==> src/rtl/mic1_sequencer_if.sv <==
// rtl/mic1_sequencer_if.sv - control-store, datapath-control and memory-handshake bundle for mic1_sequencer
interface mic1_sequencer_if;
  logic [8:0]  cs_addr;
  logic [35:0] cs_data;
  logic [15:0] mir;
  logic [7:0]  alu_ctrl;
  logic        alu_n;
  logic        alu_z;
  logic [7:0]  mbr;
  logic        mem_read;
  logic        mem_write;
  logic        mem_fetch;
  logic        mem_ready;
  logic        fetch_ready;
  logic        stall;

  modport master (
    output cs_addr, mir, alu_ctrl, mem_read, mem_write, mem_fetch, stall,
    input  cs_data, alu_n, alu_z, mbr, mem_ready, fetch_ready
  );

  modport slave (
    input  cs_addr, mir, alu_ctrl, mem_read, mem_write, mem_fetch, stall,
    output cs_data, alu_n, alu_z, mbr, mem_ready, fetch_ready
  );
endinterface

==> src/rtl/mic1_sequencer.sv <==
// rtl/mic1_sequencer.sv - MIC-1 microprogram sequencer: MPC, next-address logic, field split and MDR/MBR hazard stall
module mic1_sequencer (
  input  logic               clock,
  input  logic               reset,
  mic1_sequencer_if.master   bus
);

  logic [8:0] mpc_q, mpc_d;
  logic       rd_pend_q, rd_pend_d;
  logic       wr_pend_q, wr_pend_d;
  logic       f_pend_q, f_pend_d;

  logic [8:0] na_f;
  logic       jmpc_f, jamn_f, jamz_f;
  logic [7:0] alu_f;
  logic [8:0] c_f;
  logic       wr_f, rd_f, fe_f;
  logic [3:0] b_f;

  assign na_f   = bus.cs_data[35:27];
  assign jmpc_f = bus.cs_data[26];
  assign jamn_f = bus.cs_data[25];
  assign jamz_f = bus.cs_data[24];
  assign alu_f  = bus.cs_data[23:16];
  assign c_f    = bus.cs_data[15:7];
  assign wr_f   = bus.cs_data[6];
  assign rd_f   = bus.cs_data[5];
  assign fe_f   = bus.cs_data[4];
  assign b_f    = bus.cs_data[3:0];

  logic       stall_c;
  logic [8:0] next_addr;

  // c_f[1] is the MDR write enable; B values 2/3 read MBR.
  always_comb begin
    stall_c = ((rd_pend_q | wr_pend_q) & (rd_f | wr_f))
            | (rd_pend_q & ((b_f == 4'd0) | c_f[1]))
            | (f_pend_q & (fe_f | (b_f == 4'd2) | (b_f == 4'd3) | jmpc_f));
  end

  always_comb begin
    next_addr[8]   = na_f[8] | (jamn_f & bus.alu_n) | (jamz_f & bus.alu_z);
    next_addr[7:0] = jmpc_f ? (na_f[7:0] | bus.mbr) : na_f[7:0];
  end

  always_comb begin
    bus.cs_addr   = mpc_q;
    bus.stall     = stall_c;
    bus.mir       = 16'h0000;
    bus.alu_ctrl  = 8'h00;
    bus.mem_read  = 1'b0;
    bus.mem_write = 1'b0;
    bus.mem_fetch = 1'b0;

    bus.mir[3:0]  = b_f;
    bus.mir[5]    = rd_pend_q & bus.mem_ready;
    bus.mir[4]    = f_pend_q & bus.fetch_ready;

    if (!stall_c) begin
      bus.mir[15:7] = c_f;
      bus.mir[6]    = wr_f;
      bus.alu_ctrl  = alu_f;
      bus.mem_read  = rd_f;
      bus.mem_write = wr_f;
      bus.mem_fetch = fe_f;
    end
  end

  // Clears come first so a request issued in the same cycle is never lost;
  // a ready pulse with nothing pending clears flags that are already zero.
  always_comb begin
    mpc_d     = mpc_q;
    rd_pend_d = rd_pend_q;
    wr_pend_d = wr_pend_q;
    f_pend_d  = f_pend_q;

    if (bus.mem_ready) begin
      rd_pend_d = 1'b0;
      wr_pend_d = 1'b0;
    end
    if (bus.fetch_ready) begin
      f_pend_d = 1'b0;
    end

    if (!stall_c) begin
      mpc_d     = next_addr;
      rd_pend_d = rd_pend_d | rd_f;
      wr_pend_d = wr_pend_d | (wr_f & ~rd_f);
      f_pend_d  = f_pend_d | fe_f;
    end
  end

  always_ff @(posedge clock or posedge reset) begin
    if (reset) begin
      mpc_q     <= 9'd0;
      rd_pend_q <= 1'b0;
      wr_pend_q <= 1'b0;
      f_pend_q  <= 1'b0;
    end else begin
      mpc_q     <= mpc_d;
      rd_pend_q <= rd_pend_d;
      wr_pend_q <= wr_pend_d;
      f_pend_q  <= f_pend_d;
    end
  end

endmodule

==> src/flat_wrapper.sv <==
// flat-port wrapper written by rule: the top's interface ports become plain ports
module mic1_sequencer_flat 
  (clock, reset, bus_cs_addr, bus_mir, bus_alu_ctrl, bus_mem_read, bus_mem_write, bus_mem_fetch, bus_stall, bus_cs_data, bus_alu_n, bus_alu_z, bus_mbr, bus_mem_ready, bus_fetch_ready);
  mic1_sequencer_if bus_i ();
  input  logic clock;
  input  logic reset;
  output wire logic [$bits(bus_i.cs_addr)-1:0] bus_cs_addr;
  output wire logic [$bits(bus_i.mir)-1:0] bus_mir;
  output wire logic [$bits(bus_i.alu_ctrl)-1:0] bus_alu_ctrl;
  output wire logic [$bits(bus_i.mem_read)-1:0] bus_mem_read;
  output wire logic [$bits(bus_i.mem_write)-1:0] bus_mem_write;
  output wire logic [$bits(bus_i.mem_fetch)-1:0] bus_mem_fetch;
  output wire logic [$bits(bus_i.stall)-1:0] bus_stall;
  input wire logic [$bits(bus_i.cs_data)-1:0] bus_cs_data;
  input wire logic [$bits(bus_i.alu_n)-1:0] bus_alu_n;
  input wire logic [$bits(bus_i.alu_z)-1:0] bus_alu_z;
  input wire logic [$bits(bus_i.mbr)-1:0] bus_mbr;
  input wire logic [$bits(bus_i.mem_ready)-1:0] bus_mem_ready;
  input wire logic [$bits(bus_i.fetch_ready)-1:0] bus_fetch_ready;
  assign bus_cs_addr = bus_i.cs_addr;
  assign bus_mir = bus_i.mir;
  assign bus_alu_ctrl = bus_i.alu_ctrl;
  assign bus_mem_read = bus_i.mem_read;
  assign bus_mem_write = bus_i.mem_write;
  assign bus_mem_fetch = bus_i.mem_fetch;
  assign bus_stall = bus_i.stall;
  assign bus_i.cs_data = bus_cs_data;
  assign bus_i.alu_n = bus_alu_n;
  assign bus_i.alu_z = bus_alu_z;
  assign bus_i.mbr = bus_mbr;
  assign bus_i.mem_ready = bus_mem_ready;
  assign bus_i.fetch_ready = bus_fetch_ready;
  mic1_sequencer u_core (.clock(clock), .reset(reset), .bus(bus_i));
endmodule
==> config.mk <==
export PLATFORM = sky130hd
export DESIGN_NAME = mic1_sequencer_flat
export DESIGN_NICKNAME = d
export VERILOG_FILES = /design/src/rtl/mic1_sequencer_if.sv /design/src/rtl/mic1_sequencer.sv /design/src/flat_wrapper.sv
export SDC_FILE = /design/constraint.sdc
export NUM_CORES = 1
export LEC_CHECK = 0
export CAP_MARGIN = 25
export CORE_ASPECT_RATIO = 0.9
export CORE_MARGIN = 8
export CORE_UTILIZATION = 25
export DETAILED_ROUTE_END_ITERATION = 10
export PLACE_DENSITY = 0.74
export SYNTH_ARGS = -nofsm -noshare
export SYNTH_HDL_FRONTEND = slang
export SYNTH_SLANG_ARGS = --single-unit
==> constraint.sdc <==
create_clock -name clock -period 1.9 [get_ports clock]
set_input_delay 0.285 -clock clock [delete_from_list [all_inputs] [get_ports clock]]
set_output_delay 0.285 -clock clock [all_outputs]
set_load 0.005 [all_outputs]
==> metrics.sh, run 1 <==
GRTUSAGETOTAL_PCT=12.9
YOSYS.CELL_TYPES.COUNT=19
NONCLOCKBUFFERCOUNT=102
LAYOUT-AREA-OVERHEAD-VS-SYNTH_PCT=124
NUMBER_OF_GLOBAL_ROUTE_VIAS_BEFORE_REPAIR=1016
SLEW-LIMIT-HEADROOM_PCT=70.1
IR_WORST_VDD_uV=461
DRT-TOTAL-WL_MM=3.56
HOLD_PATH_CLASS='in -> async'
POST-ROUTE-MIN-PERIOD_NS=1.84
POST_SYNTH.CELL_AREA_AVG_UM2=9.40
CTS_TREE='done'
COMB_AREA_UM2=392
SYNTHTOPCELLSBYCOUNT='sky130_fd_sc_hd__and2_1, sky130_fd_sc_hd__inv_1, sky130_fd_sc_hd__dfrtp_1, sky130_fd_sc_hd__a21oi_1, sky130_fd_sc_hd__mux2i_1'
CLOCKROOTBUFFER='sky130_fd_sc_hd__clkbuf_4'
P_INT_W=0.00140
WORST-R2R-CELL-COUNT=6
TIMING.RR.END='u_core.bus.cs_addr[8]'
YOSYS_WARNINGS=0
WORST_CLOCK_SKEW_NS=0.0132
DIE_Y_UM=69.3
SYNTH_TOP_CELL_BY_COUNT='sky130_fd_sc_hd__and2_1'
SHARE_CLK_OF_TOTAL_POWER_PCT=7.5
PWR_DENSITY_CELL_nW_PER_UM2=1140
TOTAL_SWITCHING_POWER_W=0.000617
HTREE_LEVELS=1
ANT_NETS=0
INSTANCES_NO_FILL=222
DETAIL_ROUTE.WL_PER_CELL_UM=16.0
POST-DP-HPWL_MM=2.92
CORE_UM2=3040
REQUIRED_NS=1.62
WARNINGS=27
TIMING_WORST_SLEW_PIN_VALUE_NS=0.447
FINALSETUPVIOLCOUNT=0
MAXSLEWVIOLCOUNT=0
RSZ0062_AT_GRT='yes'
OUTCOME='completed'
SYNTHESIS.AREA_UM2=790
GLOBALROUTE.TOTALOVERFLOW=0
TOTAL_POWER_W=0.00202
SH_SEQ_AREA_PCT=16.9
POSTSYNTHREGISTERBITS=12
LAY_TOP_CELLS='sky130_fd_sc_hd__clkdlybuf4s50_1, sky130_fd_sc_hd__buf_2, sky130_fd_sc_hd__and2_1, sky130_fd_sc_hd__inv_1, sky130_fd_sc_hd__dfrtp_1'
DETAILED_ROUTE_DRC_ERROR_COUNT=0
DIE_W_UM=75.2
NFILLCELLS=292
MAXCAPVIOLATIONS=0
MOST_COMMON_CELL_AFTER_LAYOUT_FILL_AND_TAPS_ASIDE='sky130_fd_sc_hd__clkdlybuf4s50_1'
DRIVE_GT1_SHARE_PCT=28.3
COMB_CELLS=50
LAYOUT.CELLS.LARGEST_CLASS='buffers'
CTS_HOLD_BUF=0
SEQ_CELLS=12
END_KIND='primary output'
WORST_SKEW_PAIR.LATE_LATENCY_NS=0.27
SWITCHING_SHARE_PCT=30.5
TAPS=42
RESIZE_COUNT_POST_CTS=113
SYNTH.TOP_CELLS.BY_AREA='sky130_fd_sc_hd__dfrtp_1, sky130_fd_sc_hd__and2_1, sky130_fd_sc_hd__mux2i_1'
YOSYSTOPAREACELL='sky130_fd_sc_hd__dfrtp_1'
AREA_SHARE_CLOCK_BUF_INV_PCT=1.27
FLOORPLAN.NETS=134
VIAS_PER_CELL=4.30
ACHIEVABLE-FREQUENCY_MHz=544
TOP_LEVEL_PORTS=87
FLOP_AREA_UM2=300
VIAS=955
EDF_COUNT=0
YS_ASYNC_SR_FRACTION_PCT=100
NUM-NETS-FINAL=232
run 1: logic make-up (layout without fill, tap and decap cells):
family	Yosys count	in the layout	synth area share, %
multiplexers	9	9	11.6
flip-flops	12	12	38.0
buffers and inverters	22	118	16.6
AND-OR/OR-AND	15	15	13.2
AND/OR/NAND/NOR	26	26	20.6
run 1: worst max-delay path, stage by stage:
cell and delay [ns]:
sky130_fd_sc_hd__dlygate4sd2_1 0.25, sky130_fd_sc_hd__o31ai_2 0.28, sky130_fd_sc_hd__o21a_2 0.24, sky130_fd_sc_hd__bufbuf_16 0.27
sky130_fd_sc_hd__and2_1 0.12, sky130_fd_sc_hd__buf_2 0.11
run 1: per-stage QoR:
| step | TNS [ns] | hold WS, ns | instance area, um2 |
|---|---|---|---|
| 2_1_floorplan | 0 | 0.150 | 790 |
| 3_3_place_gp | -10.31 | 0.474 | 1690 |
| 3_5_place_dp | -11.22 | 0.510 | 1690 |
| 4_1_cts | 0 | 0.321 | 1770 |
| 5_1_grt | -0.00444 | 0.341 | 1770 |
| 6_report | 0 | 0.318 | 1770 |
run 1: metal layers:
layer  global-route usage, %  part of all wire [%]
met4                    3.20                     0
met5                       0                     0
met1                    13.4                    37
met2                    22.5                    49
met3                    5.78                    15
run 1: power groups by stage:
stage               Sequential [W]  Clock [W]  Combinational, W
floorplan                 0.000445          0          0.000487
global placement          0.000440          0           0.00121
detailed placement        0.000445          0           0.00123
CTS                       0.000440   0.000161           0.00146
global route              0.000457   0.000179           0.00155
finish                    0.000438   0.000151           0.00143
run 1: flip-flops by register name, summed over array words and instances (netlist names):
register / count
u_core.bus.cs_addr: 9
u_core.f_pend_q: 1
u_core.wr_pend_q: 1
u_core.rd_pend_q: 1
Run 1, power grid:
Drawn at 6 px/um. Pins as bars on the die edge. Tap cells in grey.
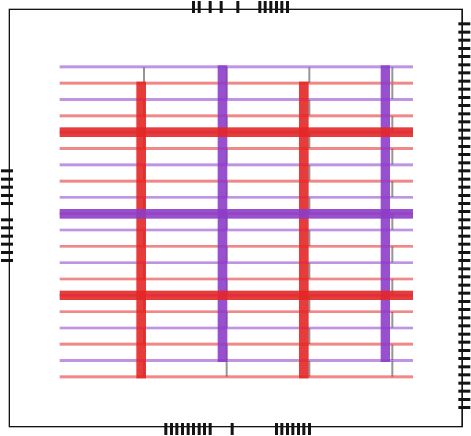
- red: VSS
- purple: VDD
- met4 straps: 4
- rows: 19

Run 1, cells coloured by class:
Drawn at 6 px/um. Fill, decap, tap and diode cells in grey.
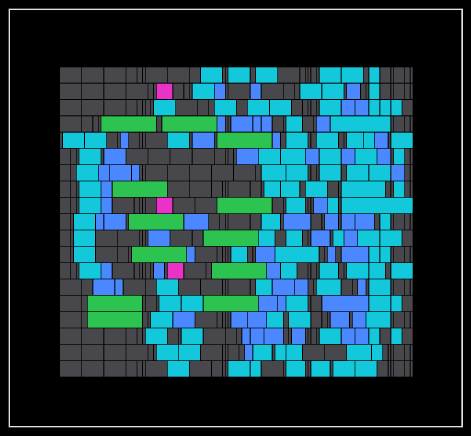
- cyan: remaining buffers and delay cells (cells 102; share of their area 56%)
- magenta: clock-net drivers (cells 3; share of their area 1.3%)
- blue: remaining logic cells (cells 63; share of their area 26%)
- green: registers (cells 12; share of their area 17%)

Run 1, clock network drawn from the DEF:
Drawn at 4 px/um.
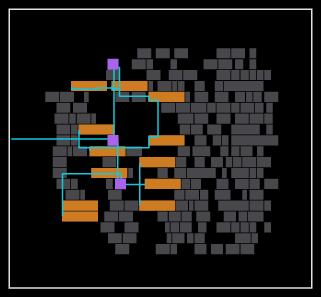
- purple: clock-net drivers (count 3)
- cyan: clock wires (length 168 um)
- orange: flip-flops (count 12)
- routed clock nets: 4

==> run 2: changes to the inputs <==
- RECOVER_POWER: not set -> 100
- clock period: 1.9 -> 2.38 ns (I/O delays scaled with it)
==> run 2 against run 1 <==
Clock skew down 0.013 ns. Clock-buffer cell count unchanged. Sequential cell count stayed put. Sequential power decreased by 21%. Critical path depth rose by 1. Utilization rose by 0.58 points. Via count is 1.8% lower. Worst hold slack better by 0.12 ns. Total power decreased by 27%. Design area increased by 0.99%.
==> metrics.sh, run 2 <==
WORST-R2R-CELL-COUNT=6  # unchanged
POWER.SHARE.SEQUENTIAL_PCT=23.6  # was 21.7%
DIE_W_UM=75.2  # unchanged
CTS.REPORTEDPATHS.CLKPINSLEW_NS=0.07  # was 0.08 ns
MOST_COMMON_CELL_AFTER_LAYOUT_FILL_AND_TAPS_ASIDE='sky130_fd_sc_hd__clkdlybuf4s50_1'  # unchanged
SYNTHESIS.AREA_UM2=790  # unchanged
DIE-AREA_UM2=5210  # unchanged
YOSYS.STAT.CHIPAREA_UM2=790  # unchanged
DETAIL_ROUTE.WL_PER_CELL_UM=15.6  # was 16.0 um
CORE_UM2=3040  # unchanged
CRITICAL_PATH.MAX_FANOUT=10  # was 5
YS_ASYNC_SR_FRACTION_PCT=100  # unchanged
TIMING_WORST_SLEW_PIN_VALUE_NS=0.457  # was 0.447 ns
OUTCOME='completed'  # unchanged
SYNTHTOPCELLSBYCOUNT='sky130_fd_sc_hd__and2_1, sky130_fd_sc_hd__inv_1, sky130_fd_sc_hd__dfrtp_1, sky130_fd_sc_hd__a21oi_1, sky130_fd_sc_hd__mux2i_1'  # unchanged
INSTANCES_NO_FILL=217  # was 222
SHARE_CLK_OF_TOTAL_POWER_PCT=8.1  # was 7.5%
CLOCKROOTBUFFER='sky130_fd_sc_hd__clkbuf_4'  # unchanged
DRT_PASS1_ITERATIONS=3  # was 4
WORSTPATHARRIVAL_NS=1.97  # was 1.55 ns
POWER_SEQUENTIAL_W=0.000347  # was 0.000438 W
TIMING_HOLD_VIOLATIONS_FINAL=0  # unchanged
SYNTH.YOSYS.SEQ_AREA_SHARE_PCT=38.0  # unchanged
CRITPATHKIND='in -> out'  # unchanged
DETAILED_PLACE.AREA_UM2=1690  # unchanged
RSZ0062_AT_GRT='yes'  # unchanged
GLOBAL_ROUTE_WIRE_LENGTH_BEFORE_REPAIR_MM=4.82  # was 5.20 mm
POSTSYNTHREGISTERBITS=12  # unchanged
LAY_TOP_CELLS='sky130_fd_sc_hd__clkdlybuf4s50_1, sky130_fd_sc_hd__and2_1, sky130_fd_sc_hd__dlygate4sd2_1, sky130_fd_sc_hd__inv_1, sky130_fd_sc_hd__dlygate4sd3_1'  # was sky130_fd_sc_hd__clkdlybuf4s50_1, sky130_fd_sc_hd__buf_2, sky130_fd_sc_hd__and2_1, sky130_fd_sc_hd__inv_1, sky130_fd_sc_hd__dfrtp_1
POSTLAYOUTCELLAREA_UM2=1790  # was 1770 um2
SLEW-LIMIT-HEADROOM_PCT=69.5  # was 70.1%
WORST_CLOCK_SKEW_NS=0.000267  # was 0.0132 ns
NUM-NETS-FINAL=227  # was 232
DIE_Y_UM=69.3  # unchanged
WARNINGS=28  # was 27
VIAS_PER_CELL=4.32  # was 4.30
SYNTH.TOP_CELLS.BY_AREA='sky130_fd_sc_hd__dfrtp_1, sky130_fd_sc_hd__and2_1, sky130_fd_sc_hd__mux2i_1'  # unchanged
EDF_COUNT=0  # unchanged
MAXCAPVIOLATIONS=0  # unchanged
SYNTH.YOSYS.NUM_CELLS=84  # unchanged
IR_WORST_VDD_uV=371  # was 461 uV
TNS_NS=0  # unchanged
HTREE_LEVELS=1  # unchanged
TIMING.RR.END='u_core.bus.cs_addr[8]'  # unchanged
WORST_SETUP_PATH_ENDPOINT='bus_mir[11]'  # unchanged
LAYOUT-AREA-OVERHEAD-VS-SYNTH_PCT=127  # was 124%
MAXPOWERGROUP='combinational cells'  # unchanged
NUMBER_OF_GLOBAL_ROUTE_VIAS_BEFORE_REPAIR=974  # was 1016
LARGEST_REG_FLOPS=9  # unchanged
CTS_TREE='done'  # unchanged
GRT_MAX_DEGREE=13  # unchanged
FINALWEIGHTEDCONGESTION=0.821  # was 0.819
YOSYSTOPAREACELL='sky130_fd_sc_hd__dfrtp_1'  # unchanged
POST-ROUTE-MIN-PERIOD_NS=2.32
TIMING.HOLD.WORST_PATH_DEPTH=3
CTS-ROOT-TO-SINK-BUFFERS=2  # unchanged
PLACEMENT.IO_BUFFERS=86  # unchanged
ANTENNA_VIOLATIONS_BEFORE_REPAIR=0  # unchanged
END_KIND='primary output'  # unchanged
ACHIEVABLE-FREQUENCY_MHz=431
FLOORPLAN.NETS=134  # unchanged
FLOP_CELL='sky130_fd_sc_hd__dfrtp_1'  # unchanged
HOLD_PATH_CLASS='in -> reg'  # was in -> async
RR_STARTPOINT='u_core.wr_pend_q'  # was u_core.rd_pend_q
WORST_SLACK_ON_HOLD_PATHS_NS=0.442  # was 0.318 ns
TOTAL_CLOCK_NETWORK_POWER_W=0.000120  # was 0.000151 W
FINALSETUPVIOLCOUNT=0  # unchanged
WHS_ENDPOINT='u_core.wr_pend_q'
DRT-TOTAL-WL_MM=3.39  # was 3.56 mm
REGTOREGSETUPSLACK_NS=0.87  # was 0.36 ns
TOTAL_SWITCHING_POWER_W=0.000454  # was 0.000617 W
YOSYS_WARNINGS=0  # unchanged
PWR-SHARE-COMB_PCT=68.3  # was 70.8%
NFILLCELLS=281  # was 292
GRTUSAGETOTAL_PCT=11.7  # was 12.9%
ANT_NETS=0  # unchanged
FINALCLOCKPERIODUSAGE_PCT=97.6
WORSTSETUPSTARTPOINT='bus_cs_data[6]'  # was bus_cs_data[26]
POST-PLACE-CELLS=211  # unchanged
ANTENNADIODECOUNT=0  # unchanged
PWR_DENSITY_CELL_nW_PER_UM2=824  # was 1140 nW/um2
GLOBALROUTE.TOTALOVERFLOW=0  # unchanged
ROWS=19  # unchanged
VIAS=938  # was 955
POST-DP-HPWL_MM=2.91  # was 2.92 mm
HOLDCRITSTARTPOINT='bus_cs_data[5]'
WORST_SKEW_PAIR.LATE_LATENCY_NS=0.26  # was 0.27 ns
SYNTH_TOP_CELL_BY_COUNT='sky130_fd_sc_hd__and2_1'  # unchanged
SYNTH.TOP_CELL.AREA_SHARE_PCT=38.0  # unchanged
DRIVE_GT1_SHARE_PCT=14.9  # was 28.3%
STATIC-LEAKAGE-POWER_nW=0.848  # was 0.882 nW
DRT_ITER0_MARKERS=17  # was 20
YOSYS.CELL_TYPES.COUNT=19  # unchanged
REQUIRED_NS=2.02  # was 1.62 ns
NUMBER_OF_SINKS_HANDLED_BY_CLOCK_TREE_SYNTHESIS=12  # unchanged
SWITCHING_SHARE_PCT=30.8  # was 30.5%
NUMCTSBUFFERS=3  # unchanged
MAXSLEWVIOLCOUNT=0  # unchanged
SYNTHCELLS=84  # unchanged
POWER_COMBINATIONAL_W=0.00101  # was 0.00143 W
CRIT_PATH_START_KIND='input port'  # unchanged
POST_SYNTH.CELL_AREA_AVG_UM2=9.40  # unchanged
INITCOREUTIL_PCT=25.9  # unchanged
DETAILED_ROUTE_DRC_ERROR_COUNT=0  # unchanged
TOP_LEVEL_PORTS=87  # unchanged
P_INT_W=0.00102  # was 0.00140 W
==> run 2: timing repair <==
item	CTS	global route
pin swaps	5	3
cloned	1	0
setup endpoints to repair	21	19
buffers inserted	2	0
hold buffers	0	0
endpoints found under the hold margin	0	0
resized	40	6
==> run 2: routing by layer <==
| metal | global-route usage, % | share of wire (%) |
|---|---|---|
| met1 | 12.9 | 39 |
| met2 | 21.3 | 48 |
| met3 | 3.47 | 13 |
| met4 | 1.92 | 0 |
| met5 | 0 | 0 |
==> run 2: area by class of cell <==
cell class              count  area [um2]  area share, %
clock buffers               3        22.5           1.26
inverters                  13        48.8           2.73
multi-input cells          50         387           21.6
flip-flops and latches     12         300           16.8
well taps                  42        52.6           2.94
repair buffers             97         978           54.7
==> run 2: cells by family (layout without fill, tap and decap cells) <==
group	after synthesis	after routing	synth area share, %
multiplexers	9	9	11.6
buffers and inverters	22	113	16.6
flip-flops	12	12	38.0
AND/OR/NAND/NOR	26	26	20.6
AND-OR/OR-AND	15	15	13.2
==> run 2: critical path, stage by stage <==
cell and delay (ns):
sky130_fd_sc_hd__clkdlybuf4s50_1 0.41, sky130_fd_sc_hd__or2_4 0.27, sky130_fd_sc_hd__a21oi_2 0.14, sky130_fd_sc_hd__o21a_2 0.19, sky130_fd_sc_hd__bufbuf_16 0.27, sky130_fd_sc_hd__and2_1 0.13
sky130_fd_sc_hd__clkdlybuf4s15_2 0.20
==> run 2: per-stage QoR <==
step	setup WS, ns	total power, W	utilization [%]
floorplan	0.704	0.000744	-
global placement	-0.194	0.00132	55.6
detailed placement	-0.238	0.00134	55.6
CTS	-0.00492	0.00153	58.3
global route	-0.0211	0.00158	58.8
finish	0.0573	0.00147	58.8
Run 2, power grid:
Drawn at 6 px/um. Pins as bars on the die edge. Tap cells in grey.
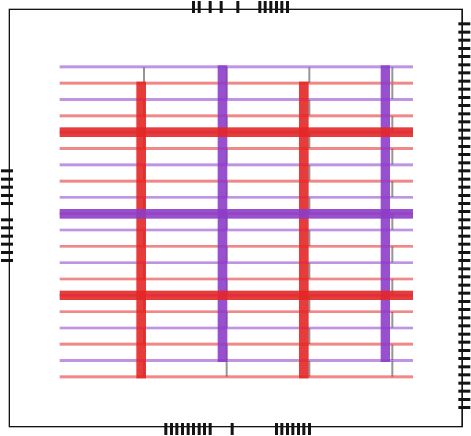
- purple: VDD
- red: VSS
- met4 straps: 4
- rows: 19
- met1 rails: 20
- tap cells: 42

Run 2, wiring by layer:
Drawn at 6 px/um.
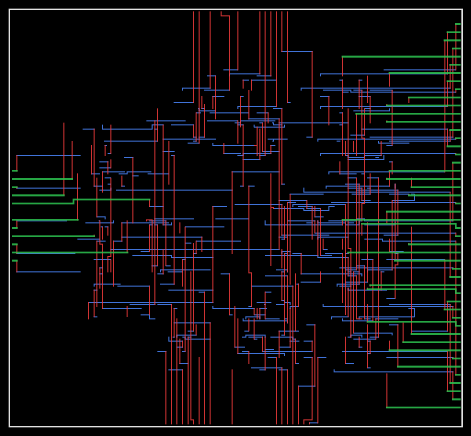
- green: M3 (wire length 430 um)
- red: M2 (wire length 1630 um)
- blue: M1 (wire length 1320 um)

Power and IR drop assume default switching activity.
